**config.mk**
```make
export PLATFORM = sky130hd
export DESIGN_NAME = dma_channel_scheduler_flat
export DESIGN_NICKNAME = d
export VERILOG_FILES = /design/src/rtl/dma_ctrl_pkg.sv /design/src/rtl/dma_channel_scheduler_if.sv /design/src/rtl/dma_rr_arbiter.sv /design/src/rtl/dma_channel_scheduler.sv /design/src/flat_wrapper.sv
export SDC_FILE = /design/constraint.sdc
export NUM_CORES = 1
export LEC_CHECK = 0
export CAP_MARGIN = 40
export CORE_AREA = 2 2 39 41
export CTS_BUF_LIST = sky130_fd_sc_hd__clkbuf_2
export DETAILED_ROUTE_END_ITERATION = 6
export DIE_AREA = 0 0 41 43
export GPL_TIMING_DRIVEN = 0
export RECOVER_POWER = 25
export SYNTH_ARGS = -nofsm -noshare
export SYNTH_HDL_FRONTEND = slang
export SYNTH_SLANG_ARGS = --single-unit
```
**constraint.sdc**
```tcl
create_clock -name clk_i -period 3.55 [get_ports clk_i]
set_input_delay 0.5325 -clock clk_i [delete_from_list [all_inputs] [get_ports clk_i]]
set_output_delay 0.5325 -clock clk_i [all_outputs]
set_load 0.01 [all_outputs]
```
**src/rtl/dma_ctrl_pkg.sv**
```systemverilog
`default_nettype none
// ============================================================================
// Package     : dma_ctrl_pkg
// Description : Shared types and the round-robin pick helper for the DMA
//               channel scheduler and later multi-master arbiters.
// Revision    : 1.0 - initial release
// ============================================================================
package dma_ctrl_pkg;

  // Scheduler FSM states.
  typedef enum logic [1:0] {
    IDLE  = 2'd0,
    GRANT = 2'd1,
    BUSY  = 2'd2,
    ACK   = 2'd3
  } sched_state_t;

  // Widest request vector the pick helper handles.
  localparam int unsigned MAX_CH   = 32;
  localparam int unsigned MAX_CH_W = 5;

  typedef struct packed {
    logic                found;
    logic [MAX_CH_W-1:0] idx;
  } rr_pick_t;

  // First set bit of eligible at or after ptr, wrapping n-1 -> 0.
  // ptr must be below n; ptr + offset stays below 2*n so one conditional
  // subtract replaces a modulo.
  function automatic rr_pick_t rr_pick(input logic [MAX_CH-1:0]   eligible,
                                       input logic [MAX_CH_W-1:0] ptr,
                                       input int unsigned         n);
    rr_pick_t          res;
    logic [MAX_CH_W:0] cand;
    res = '0;
    for (int unsigned i = 0; i < MAX_CH; i++) begin
      cand = {1'b0, ptr} + (MAX_CH_W+1)'(i);
      if (cand >= (MAX_CH_W+1)'(n)) begin
        cand = cand - (MAX_CH_W+1)'(n);
      end
      if (!res.found && (i < n) && eligible[cand[MAX_CH_W-1:0]]) begin
        res.found = 1'b1;
        res.idx   = cand[MAX_CH_W-1:0];
      end
    end
    return res;
  endfunction

endpackage
`default_nettype wire

```
**src/rtl/dma_channel_scheduler_if.sv**
```systemverilog
`default_nettype none
// ============================================================================
// Interface   : dma_channel_scheduler_if
// Description : Peripheral request/ack pins plus engine start/done handshake
//               seen by the DMA channel scheduler.
// Revision    : 1.0 - initial release
// ============================================================================
interface dma_channel_scheduler_if #(
  parameter int unsigned CHANNELS_AMOUNT = 1
);
  localparam int unsigned CH_W = $clog2(CHANNELS_AMOUNT > 1 ? CHANNELS_AMOUNT : 2);

  logic [CHANNELS_AMOUNT-1:0] request_i;
  logic [CHANNELS_AMOUNT-1:0] ch_enable_i;
  logic [CHANNELS_AMOUNT-1:0] acknowledge_o;
  logic                       start_valid_o;
  logic                       start_ready_i;
  logic [CH_W-1:0]            start_channel_o;
  logic                       done_i;
  logic                       busy_o;
  logic                       timeout_o;
  logic [CH_W-1:0]            timeout_ch_o;

  // Scheduler side.
  modport master (
    input  request_i, ch_enable_i, start_ready_i, done_i,
    output acknowledge_o, start_valid_o, start_channel_o, busy_o,
           timeout_o, timeout_ch_o
  );

  // Peripheral/engine side.
  modport slave (
    output request_i, ch_enable_i, start_ready_i, done_i,
    input  acknowledge_o, start_valid_o, start_channel_o, busy_o,
           timeout_o, timeout_ch_o
  );

endinterface
`default_nettype wire

```
**src/rtl/dma_rr_arbiter.sv**
```systemverilog
`default_nettype none
// ============================================================================
// Module      : dma_rr_arbiter
// Description : Combinational rotate-priority pick over CHANNELS_AMOUNT
//               request bits starting at a pointer.
// Revision    : 1.0 - initial release
// ============================================================================
module dma_rr_arbiter #(
  parameter  int unsigned CHANNELS_AMOUNT = 1,
  localparam int unsigned CH_W = $clog2(CHANNELS_AMOUNT > 1 ? CHANNELS_AMOUNT : 2)
) (
  input  wire logic [CHANNELS_AMOUNT-1:0] eligible_i,
  input  wire logic [CH_W-1:0]            ptr_i,
  output logic      [CH_W-1:0]            grant_o,
  output logic                            found_o
);
  import dma_ctrl_pkg::*;

  logic [MAX_CH-1:0]   elig_pad;
  logic [MAX_CH_W-1:0] ptr_pad;
  rr_pick_t            pick;

  assign elig_pad = MAX_CH'(eligible_i);
  assign ptr_pad  = MAX_CH_W'(ptr_i);
  assign pick     = rr_pick(elig_pad, ptr_pad, CHANNELS_AMOUNT);
  assign found_o  = pick.found;
  assign grant_o  = pick.idx[CH_W-1:0];

  // Index bits above CH_W are always zero for a legal pointer.
  wire unused_pick_hi = &{1'b0, pick};

endmodule
`default_nettype wire

```
**src/rtl/dma_channel_scheduler.sv**
```systemverilog
`default_nettype none
// ============================================================================
// Module      : dma_channel_scheduler
// Description : Round-robin sharing of one DMA engine between
//               CHANNELS_AMOUNT peripheral request lines: grant, start
//               handshake, wait for done, one-cycle acknowledge.
// Options     : DMA_SCHED_TIMEOUT_EN - BUSY watchdog with timeout abort pulse.
// Revision    : 1.0 - initial release
// ============================================================================
module dma_channel_scheduler #(
  parameter  int unsigned CHANNELS_AMOUNT = 1,
  parameter  int unsigned TIMEOUT_W       = 16,
  localparam int unsigned CH_W = $clog2(CHANNELS_AMOUNT > 1 ? CHANNELS_AMOUNT : 2)
) (
  input  wire logic              clk_i,
  input  wire logic              rst_i,
  dma_channel_scheduler_if.master bus
);
  import dma_ctrl_pkg::*;

  if (CHANNELS_AMOUNT < 1 || CHANNELS_AMOUNT > MAX_CH || TIMEOUT_W < 1) begin : g_bad_params
    $error("dma_channel_scheduler: illegal CHANNELS_AMOUNT or TIMEOUT_W");
  end

  sched_state_t               state_q;
  logic [CH_W-1:0]            rr_ptr_q;
  logic [CH_W-1:0]            cur_q;
  logic [CHANNELS_AMOUNT-1:0] ack_q;
  logic                       start_valid_q;
  logic [CH_W-1:0]            start_ch_q;
  logic                       busy_q;

  logic [CHANNELS_AMOUNT-1:0] eligible_d;
  logic [CH_W-1:0]            pick_idx_d;
  logic                       pick_found_d;
  logic [CH_W-1:0]            ptr_next_d;
  logic                       expire_d;

  assign eligible_d = bus.request_i & bus.ch_enable_i;
  assign ptr_next_d = (cur_q == CH_W'(CHANNELS_AMOUNT - 1)) ? '0 : cur_q + 1'b1;

  dma_rr_arbiter #(
    .CHANNELS_AMOUNT (CHANNELS_AMOUNT)
  ) u_arb (
    .eligible_i (eligible_d),
    .ptr_i      (rr_ptr_q),
    .grant_o    (pick_idx_d),
    .found_o    (pick_found_d)
  );

  // Scheduler FSM: arbitrate, hold start until accepted, wait done, ack.
  always_ff @(posedge clk_i or negedge rst_i) begin
    if (!rst_i) begin
      state_q       <= IDLE;
      rr_ptr_q      <= '0;
      cur_q         <= '0;
      ack_q         <= '0;
      start_valid_q <= 1'b0;
      start_ch_q    <= '0;
      busy_q        <= 1'b0;
    end else begin
      case (state_q)
        IDLE: begin
          if (pick_found_d) begin
            cur_q         <= pick_idx_d;
            start_ch_q    <= pick_idx_d;
            start_valid_q <= 1'b1;
            busy_q        <= 1'b1;
            state_q       <= GRANT;
          end
        end
        GRANT: begin
          // The grant completes even if the request drops meanwhile.
          if (bus.start_ready_i) begin
            start_valid_q <= 1'b0;
            state_q       <= BUSY;
          end
        end
        BUSY: begin
          if (bus.done_i || expire_d) begin
            ack_q    <= CHANNELS_AMOUNT'(1) << cur_q;
            rr_ptr_q <= ptr_next_d;
            state_q  <= ACK;
          end
        end
        ACK: begin
          ack_q   <= '0;
          busy_q  <= 1'b0;
          state_q <= IDLE;
        end
      endcase
    end
  end

`ifdef DMA_SCHED_TIMEOUT_EN
  logic [TIMEOUT_W-1:0] wdog_q;
  logic [TIMEOUT_W-1:0] wdog_inc_d;
  logic                 timeout_q;
  logic [CH_W-1:0]      timeout_ch_q;

  assign wdog_inc_d = wdog_q + 1'b1;
  // done_i in the expiry cycle takes precedence over the timeout.
  assign expire_d   = (state_q == BUSY) && !bus.done_i && (&wdog_inc_d);

  // Watchdog counts BUSY clocks; zero everywhere else so entry starts at 0.
  always_ff @(posedge clk_i or negedge rst_i) begin
    if (!rst_i) begin
      wdog_q       <= '0;
      timeout_q    <= 1'b0;
      timeout_ch_q <= '0;
    end else begin
      wdog_q    <= (state_q == BUSY) ? wdog_inc_d : '0;
      timeout_q <= expire_d;
      if (expire_d) begin
        timeout_ch_q <= cur_q;
      end
    end
  end

  assign bus.timeout_o    = timeout_q;
  assign bus.timeout_ch_o = timeout_ch_q;
`else
  assign expire_d         = 1'b0;
  assign bus.timeout_o    = 1'b0;
  assign bus.timeout_ch_o = '0;
`endif

  assign bus.acknowledge_o   = ack_q;
  assign bus.start_valid_o   = start_valid_q;
  assign bus.start_channel_o = start_ch_q;
  assign bus.busy_o          = busy_q;

endmodule
`default_nettype wire

```
**src/flat_wrapper.sv**
```systemverilog
// flat-port wrapper written by rule: the top's interface ports become plain ports
module dma_channel_scheduler_flat import dma_ctrl_pkg::*;
#(
  parameter  int unsigned CHANNELS_AMOUNT = 1,
  parameter  int unsigned TIMEOUT_W       = 16,
  localparam int unsigned CH_W = $clog2(CHANNELS_AMOUNT > 1 ? CHANNELS_AMOUNT : 2)
)
  (clk_i, rst_i, bus_request_i, bus_ch_enable_i, bus_start_ready_i, bus_done_i, bus_acknowledge_o, bus_start_valid_o, bus_start_channel_o, bus_busy_o, bus_timeout_o, bus_timeout_ch_o);
  dma_channel_scheduler_if #(.CHANNELS_AMOUNT(CHANNELS_AMOUNT)) bus_i ();
  input  wire logic clk_i;
  input  wire logic rst_i;
  input wire logic [$bits(bus_i.request_i)-1:0] bus_request_i;
  input wire logic [$bits(bus_i.ch_enable_i)-1:0] bus_ch_enable_i;
  input wire logic [$bits(bus_i.start_ready_i)-1:0] bus_start_ready_i;
  input wire logic [$bits(bus_i.done_i)-1:0] bus_done_i;
  output wire logic [$bits(bus_i.acknowledge_o)-1:0] bus_acknowledge_o;
  output wire logic [$bits(bus_i.start_valid_o)-1:0] bus_start_valid_o;
  output wire logic [$bits(bus_i.start_channel_o)-1:0] bus_start_channel_o;
  output wire logic [$bits(bus_i.busy_o)-1:0] bus_busy_o;
  output wire logic [$bits(bus_i.timeout_o)-1:0] bus_timeout_o;
  output wire logic [$bits(bus_i.timeout_ch_o)-1:0] bus_timeout_ch_o;
  assign bus_i.request_i = bus_request_i;
  assign bus_i.ch_enable_i = bus_ch_enable_i;
  assign bus_i.start_ready_i = bus_start_ready_i;
  assign bus_i.done_i = bus_done_i;
  assign bus_acknowledge_o = bus_i.acknowledge_o;
  assign bus_start_valid_o = bus_i.start_valid_o;
  assign bus_start_channel_o = bus_i.start_channel_o;
  assign bus_busy_o = bus_i.busy_o;
  assign bus_timeout_o = bus_i.timeout_o;
  assign bus_timeout_ch_o = bus_i.timeout_ch_o;
  dma_channel_scheduler #(.CHANNELS_AMOUNT(CHANNELS_AMOUNT), .TIMEOUT_W(TIMEOUT_W)) u_core (.clk_i(clk_i), .rst_i(rst_i), .bus(bus_i));
endmodule
```
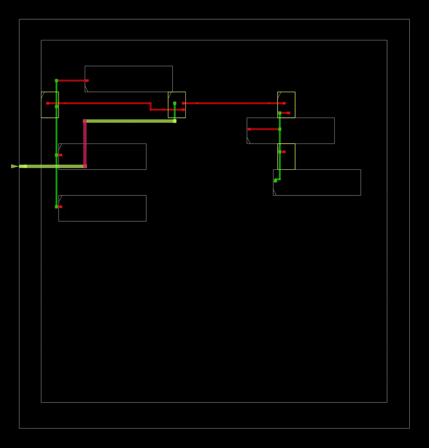
**Above:** the clock network.
Clk Latency, worst-skew pair: 0.20 ns
flip-flops: 5
Clk. pwr: 50.6 uW
clock buffers: 4
Sink Count: 5

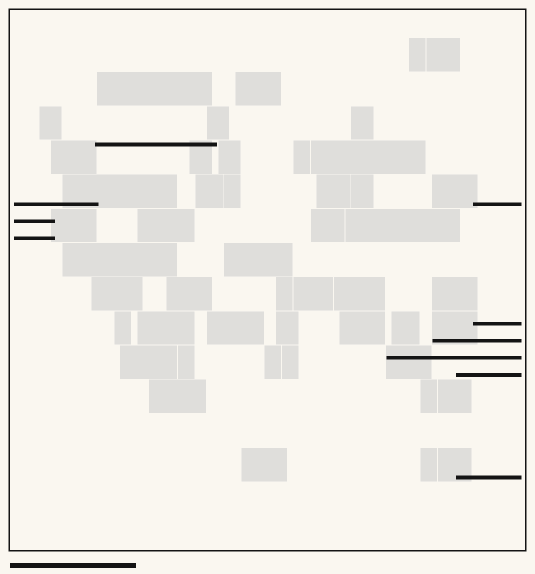
**Above:** met3 routing.
Bar = 10 um.
longest straight run = 10.5 um
share of all routed wire = 9.6%

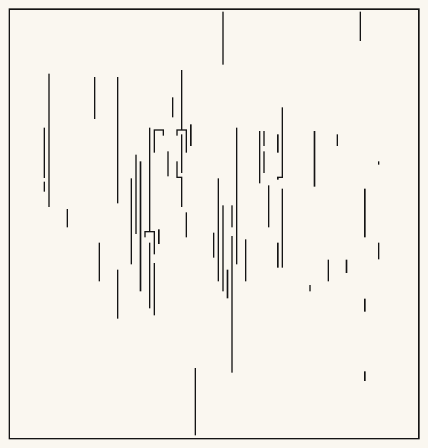
**Above:** signal wires on met2.
share of all routed wire = 44%
longest straight run = 13.6 um

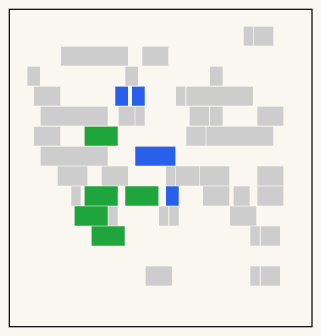
**Above:** gate families picked out.
green -> adder and majority cells  # cells 5
blue -> inverting AOI/OAI gates  # cells 4

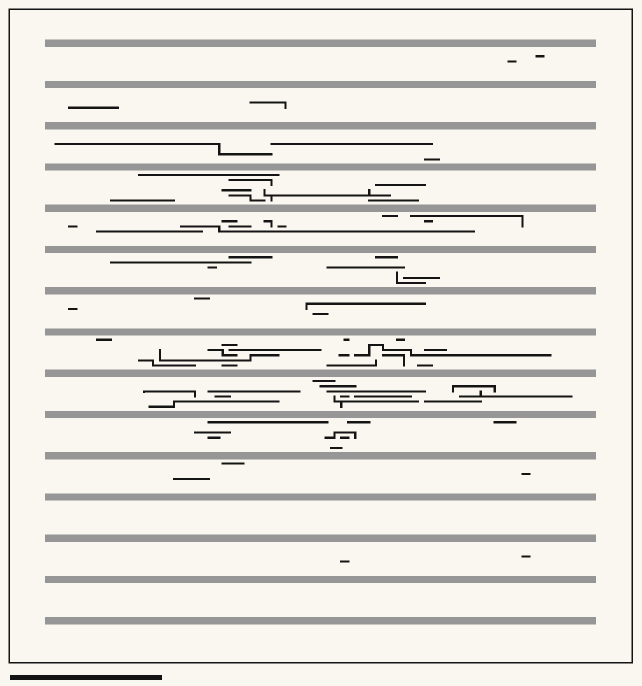
**Above:** M1 wires.
Bar = 10 um. Supply wires on this layer in gray.
longest straight run = 16.8 um
share of all routed wire = 46%
wire length on this layer = 268 um

==> metrics.yaml <==
floorplan:
  fp-row-count: 14
  core_um2: 1380
layout:
  nonClkBufAreaFrac_pct: 21.5
  drive_above_1_share_pct: 20.8
  final_cell_area_um2: 477
  nFillCells: 154
  nMultiInputCombCells: 24
  largest_class: "combinational gates"
  antenna_cells: 0
  n_all_buffers: 11
  logic_area_um2: 194
grt:
  overflow: 0
  grt_max_degree: 6
  track_usage_pct: 8.97
timing:
  fmax_mhz: 608
  rsz0062_at_grt: "no"
  hold_violations: 0
detailed_routing:
  drt-initial-drc-count: 1
  drt_wl_total_um: 584
pwr:
  pwr_density_cell_nw_per_um2: 745
  powerSeq_uw: 111
  peakVddDrop_mv: 0.248
  p_leak_uw: 0.000237
  p_switching_uw: 129
  seqPwrFrac_pct: 31.2
logic_synthesis:
  yosys_area_um2: 349
  ys_cells: 34
  syn_inst: 34
  synth_area_um2: 349
  yosys_warnings: 0
  ys_types: 17
clock_network:
  numCtsBuffers: 3
  cts_resized: 0
  cts_tree: "built"
  post_cts_buffers: 0
place:
  pre_cts_ws_ns: 1.68
  dp.cells: 60
critical_path:
  path_depth: 4
  cp_max_fo: 3
  cpLargestDelayFamily: "buffers and inverters"
hold_path:
  min_from: "u_core.bus.busy_o"
  hp-class: "reg2reg"
  whs_endpoint: "u_core.bus.busy_o"
status:
  status: "completed"
run:
  warnings: 30
  maxCapViolCount: 0
==> sequential cells by signal, indices dropped and copies added, names as in the netlist <==
signal and count:
u_core.bus.start_valid_o 1, u_core.bus.busy_o 1, u_core.bus.acknowledge_o 1, u_core.state_q 2
==> synth_stat cells (all sizes together) (2+ instances only) <==
| library cell | instances |
|---|---|
| ha | 5 |
| inv | 4 |
| mux2 | 2 |
| nand2 | 4 |
| o21ai | 2 |
| buf | 3 |
| dfrtp | 5 |
==> metal layers <==
layer,global-route usage [%],up-vias,wire [um]
li1,-,137,-
met1,9.45,117,268
met2,12.2,9,255
met3,9.42,2,56
met4,2.00,0,4
met5,0,-,0
==> placed cells by master (no fill, tap or decap) <==
| master | netlist | routed |
|---|---|---|
| a21bo_2 | 1 | 1 |
| a21o_1 | 1 | 1 |
| a21oi_1 | 1 | 1 |
| a221oi_2 | 1 | 1 |
| a22o_1 | 1 | 1 |
| buf_4 | 3 | 3 |
| clkbuf_2 | 0 | 4 |
| clkdlybuf4s50_1 | 0 | 7 |
| conb_1 | 1 | 3 |
| dfrtp_1 | 5 | 5 |
| dlygate4sd3_1 | 0 | 1 |
| ha_1 | 5 | 5 |
| inv_1 | 4 | 4 |
| mux2_1 | 2 | 2 |
| nand2_1 | 3 | 3 |
| nand2_2 | 1 | 1 |
| nor2b_1 | 1 | 1 |
| nor3b_1 | 1 | 1 |
| o21ai_0 | 2 | 2 |
| o32a_1 | 1 | 1 |
==> kinds of logic after synthesis <==
group,synth area share (%)
AND-OR/OR-AND,19.0
buffers and inverters,10.8
AND/OR/NAND/NOR,8.96
adder cells (fa/ha/maj),17.9
flip-flops,35.8
multiplexers,6.45
other,1.07
No activity file was given, so power comes from the tool's default toggle rates.
